$ cat config.mk
export PLATFORM = sky130hd
export DESIGN_NAME = spike_count_readout
export DESIGN_NICKNAME = d
export VERILOG_FILES = /design/src/rtl/snn_readout_pkg.sv /design/src/rtl/spike_argmax_tracker.sv /design/src/rtl/spike_count_readout.sv
export SDC_FILE = /design/constraint.sdc
export NUM_CORES = 2
export LEC_CHECK = 0
export CORE_MARGIN = 2
export CORE_UTILIZATION = 40
export CTS_CLUSTER_DIAMETER = 100
export DETAILED_ROUTE_END_ITERATION = 16
export PLACE_DENSITY = 0.57
export SLEW_MARGIN = 40
export SYNTH_ARGS = -nofsm -noshare
export SYNTH_HDL_FRONTEND = slang
export SYNTH_SLANG_ARGS = --single-unit
$ cat constraint.sdc
create_clock -name clk -period 70.4 [get_ports clk]
set_input_delay 7.04 -clock clk [delete_from_list [all_inputs] [get_ports clk]]
set_output_delay 7.04 -clock clk [all_outputs]
set_load 0.03 [all_outputs]
$ cat src/rtl/snn_readout_pkg.sv
// Shared types and helpers for the spike-count readout block.
// Holds the readout FSM state encoding, the default geometry constants and
// the saturating-increment helper used by the per-neuron counters.
package snn_readout_pkg;

   typedef enum logic [1:0] {
      ST_IDLE,
      ST_ACCUM,
      ST_DRAIN,
      ST_DONE
   } readout_state_t;

   localparam int N_DEF  = 96;
   localparam int CW_DEF = 8;
   localparam int TW_DEF = 16;

   // Adds one spike bit to a count that is cw bits wide, clamping at 2^cw-1.
   // The one-bit-wider sum exposes the carry so a full counter never wraps.
   function automatic logic [31:0] sat_inc(input logic [31:0] count,
                                           input logic        inc,
                                           input int unsigned cw);
      logic [32:0] sum;
      logic [32:0] max_val;
      max_val = (33'd1 << cw) - 33'd1;
      sum     = {1'b0, count} + {32'd0, inc};
      if (sum > max_val) begin
         sat_inc = max_val[31:0];
      end else begin
         sat_inc = sum[31:0];
      end
   endfunction

endpackage

$ cat src/rtl/spike_argmax_tracker.sv
// Running argmax over the readout beats (built only when SPK_ARGMAX_EN is defined).
// A beat replaces the current winner only when its count is strictly larger,
// so ties keep the earlier (lower) neuron index.
import snn_readout_pkg::*;

module spike_argmax_tracker #(
   parameter int CW = CW_DEF,
   parameter int IW = 7
) (
   input  logic          clk,
   input  logic          rst,
   input  logic          clear,
   input  logic          beat_valid,
   input  logic [IW-1:0] beat_idx,
   input  logic [CW-1:0] beat_count,
   output logic [IW-1:0] winner_idx,
   output logic [CW-1:0] winner_count
);

   // Track the strictly-largest count seen since the last clear.
   always_ff @(posedge clk or posedge rst) begin
      if (rst) begin
         winner_idx   <= '0;
         winner_count <= '0;
      end else if (clear) begin
         winner_idx   <= '0;
         winner_count <= '0;
      end else if (beat_valid && (beat_count > winner_count)) begin
         winner_idx   <= beat_idx;
         winner_count <= beat_count;
      end
   end

endmodule

$ cat src/rtl/spike_count_readout.sv
// Spike-count readout: accumulates per-neuron spike counts over a window of
// valid ticks, then streams one count per beat on a valid/ready interface.
// Optional feature macro: SPK_ARGMAX_EN adds an argmax (classification) tracker;
// without it winner_idx/winner_count are constant zero.
import snn_readout_pkg::*;

module spike_count_readout #(
   parameter int N  = N_DEF,
   parameter int CW = CW_DEF,
   parameter int TW = TW_DEF
) (
   input  logic                   clk,
   input  logic                   rst,
   input  logic                   start,
   input  logic [TW-1:0]          win_len,
   input  logic                   spk_valid,
   input  logic [N-1:0]           spikes_vec,
   output logic                   busy,
   output logic                   out_valid,
   input  logic                   out_ready,
   output logic [$clog2(N)-1:0]   out_idx,
   output logic [CW-1:0]          out_count,
   output logic                   out_last,
   output logic                   win_done,
   output logic [$clog2(N)-1:0]   winner_idx,
   output logic [CW-1:0]          winner_count
);

   localparam int IW = $clog2(N);
   localparam logic [IW-1:0] LAST_IDX = IW'(N - 1);

   readout_state_t state;
   logic [CW-1:0]  counts [N];
   logic [TW-1:0]  len_q;
   logic [TW-1:0]  tick_cnt;
   logic [IW-1:0]  rd_idx;
   logic [IW-1:0]  next_idx;
   logic           start_ok;

   assign start_ok = (state == ST_IDLE) && start;
   assign next_idx = rd_idx + IW'(1);

   // Per-neuron counters: cleared by an accepted start, bumped in parallel on valid ticks.
   always_ff @(posedge clk or posedge rst) begin
      if (rst) begin
         for (int n = 0; n < N; n++) begin
            counts[n] <= '0;
         end
      end else if (start_ok) begin
         for (int n = 0; n < N; n++) begin
            counts[n] <= '0;
         end
      end else if ((state == ST_ACCUM) && spk_valid) begin
         for (int n = 0; n < N; n++) begin
            counts[n] <= CW'(sat_inc(32'(counts[n]), spikes_vec[n], CW));
         end
      end
   end

   // Window/readout FSM with all stream outputs registered (no ready-to-output path).
   always_ff @(posedge clk or posedge rst) begin
      if (rst) begin
         state     <= ST_IDLE;
         len_q     <= '0;
         tick_cnt  <= '0;
         rd_idx    <= '0;
         busy      <= 1'b0;
         out_valid <= 1'b0;
         out_idx   <= '0;
         out_count <= '0;
         out_last  <= 1'b0;
         win_done  <= 1'b0;
      end else begin
         win_done <= 1'b0;
         case (state)
            ST_IDLE: begin
               if (start) begin
                  len_q     <= win_len;
                  tick_cnt  <= '0;
                  rd_idx    <= '0;
                  busy      <= 1'b1;
                  out_idx   <= '0;
                  out_count <= '0;
                  out_last  <= 1'b0;
                  state     <= (win_len == '0) ? ST_DRAIN : ST_ACCUM;
               end
            end
            ST_ACCUM: begin
               if (spk_valid) begin
                  tick_cnt <= tick_cnt + TW'(1);
                  if (tick_cnt == (len_q - TW'(1))) begin
                     rd_idx <= '0;
                     state  <= ST_DRAIN;
                  end
               end
            end
            ST_DRAIN: begin
               if (!out_valid) begin
                  out_valid <= 1'b1;
                  out_idx   <= rd_idx;
                  out_count <= counts[rd_idx];
                  out_last  <= (rd_idx == LAST_IDX);
               end else if (out_ready) begin
                  if (rd_idx == LAST_IDX) begin
                     out_valid <= 1'b0;
                     out_last  <= 1'b0;
                     out_idx   <= '0;
                     out_count <= '0;
                     win_done  <= 1'b1;
                     state     <= ST_DONE;
                  end else begin
                     rd_idx    <= next_idx;
                     out_idx   <= next_idx;
                     out_count <= counts[next_idx];
                     out_last  <= (next_idx == LAST_IDX);
                  end
               end
            end
            ST_DONE: begin
               busy  <= 1'b0;
               state <= ST_IDLE;
            end
            default: begin
               state <= ST_IDLE;
            end
         endcase
      end
   end

`ifdef SPK_ARGMAX_EN
   logic beat_fire;
   assign beat_fire = (state == ST_DRAIN) && out_valid && out_ready;

   spike_argmax_tracker #(
      .CW (CW),
      .IW (IW)
   ) u_argmax (
      .clk          (clk),
      .rst          (rst),
      .clear        (start_ok),
      .beat_valid   (beat_fire),
      .beat_idx     (out_idx),
      .beat_count   (out_count),
      .winner_idx   (winner_idx),
      .winner_count (winner_count)
   );
`else
   assign winner_idx   = '0;
   assign winner_count = '0;
`endif

endmodule

==> run notes <==
Update from the flow run.

The critical path starts at spk_valid. The worst setup slack after placement is ~60 ns. The synthesis report lists the most area-consuming cells as sky130_fd_sc_hd__dfrtp_1 (37%), sky130_fd_sc_hd__mux4_2 (15%), sky130_fd_sc_hd__a21oi_1 (4.7%). The kind of cell with the highest combined delay along the critical path is buffers and inverters. The area recorded from the Yosys report for this design is about 56000 um2. For this configuration, the core starts out at a cell density of 40.14%.

The data arrival time at the worst-slack endpoint is 10.42 ns. The filler cells instantiated in the layout total 13.11k. The worst-case vdd ir drop is 0.02216 mV. The count of nets after finishing is 6226. The number of cell rows is 137. The amount of wire on met2 after detailed routing is 86610 um. For the final database, setup skew stands at 0.03436 ns. The maximum number of pins on one net before global-route repair is approximately 180.

The finished cells cover 62410 um2. The power in combinational cells is 0.752 mW. The longest incremental delay of any stage on the critical path is reported as 0.79 ns. The total power per unit cell area is 31.45 nW/um2. The main flop type after synthesis is sky130_fd_sc_hd__dfrtp_1. The count of maximum capacitance violations is 0. The required time reported for the critical path endpoint is 71.06 ns. The mean cell area of the mapped netlist is 9.379 um2. The library cells used most frequently in the layout, excluding fill and tap cells, are sky130_fd_sc_hd__dfrtp_1 (824), sky130_fd_sc_hd__nor2_1 (679), sky130_fd_sc_hd__a21oi_1 (520), sky130_fd_sc_hd__nand2_1 (473), sky130_fd_sc_hd__o21ai_0 (448).

The run finished with clean final reports. The warning count from the yosys run is 0. The post-route worst setup slack is 60.64 ns. The area share of xor/xnor cells in the synthesized design is 0.6435%. Counting instances in the post-synthesis netlist gives the leading cell types as sky130_fd_sc_hd__dfrtp_1 (828), sky130_fd_sc_hd__nor2_1 (681), sky130_fd_sc_hd__a21oi_1 (520). Sequential elements use a little under two fifths of the synthesized area. Per the gpl log, the routability congestion estimate is 0.9151. Power comes to 1.963 mW. The met2 track utilization from global routing is 40.89%.
-- sequential cells by signal, indices dropped and copies added, names as in the netlist, 2 cells and up --
register	cells
counts	768
len_q	16
tick_cnt	16
out_count	8
out_idx	7
rd_idx	7
state	2
-- cell families (layout without fill, tap and decap cells) --
family	count (synthesis)	in the layout
AND/OR/NAND/NOR	2104	2104
AND-OR/OR-AND	1699	1699
flip-flops	828	828
multiplexers	542	542
buffers and inverters	535	559
adder cells (fa/ha/maj)	200	200
XOR/XNOR	41	41
other	1	15
-- area by class of cell --
cell class	instances	area, um2	area share (%)
Timing Repair Buffer	213	2243	3.594
Sequential cell	828	20730	33.22
Clock buffer	150	2920	4.679
Inverter	165	634.4	1.016
Tap cell	1876	2347	3.761
Multi-Input combinational cell	4601	33110	53.04
Clock inverter	31	429.2	0.6876
met2.png
Bar = 100 um.
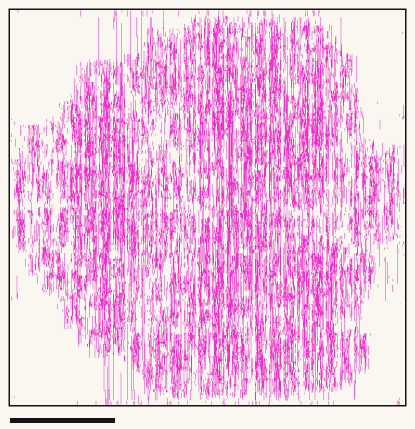
- nets with wire on the layer: 4936
- wire length on this layer: 86.6 mm
- main direction: vertical
- share of all routed wire: 46%

final_clocks.png
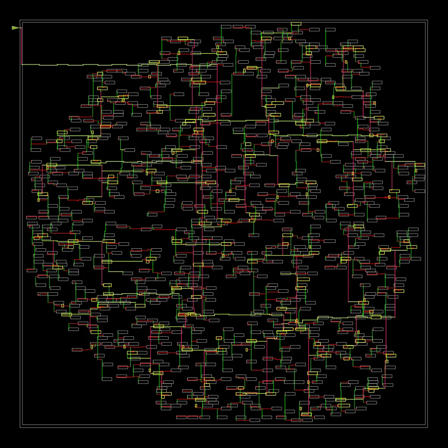
TritonCTS sink count: 828
source-to-sink clock delay at the later pin of the worst-skew pair: 0.74 ns

met3.png
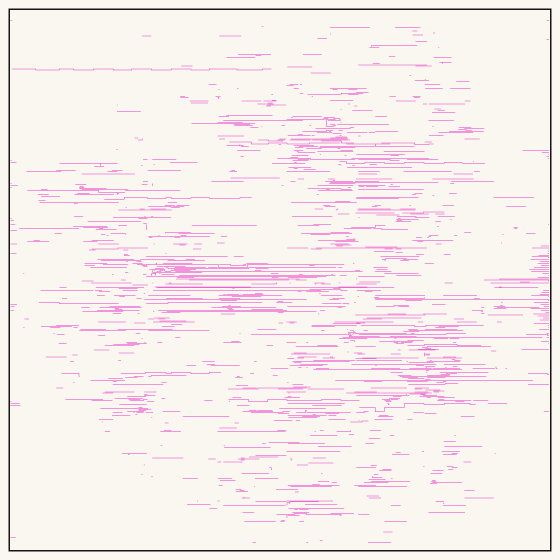
- longest straight run: 166 um
- main direction: horizontal
- wire length on this layer: 15000 um
- share of all routed wire: 8.0%
- nets with wire on the layer: 643

metal_stack.png
Bar = 100 um. Only two layers are drawn.
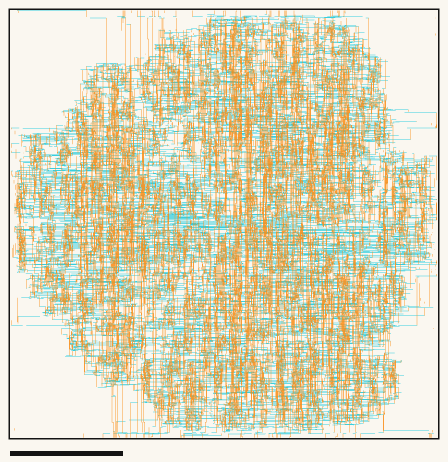
- met2: orange (wire length 86.6 mm)
- met1: cyan (wire length 81.3 mm)

Power figures rest on the tool's default switching activity, not on a simulated workload.
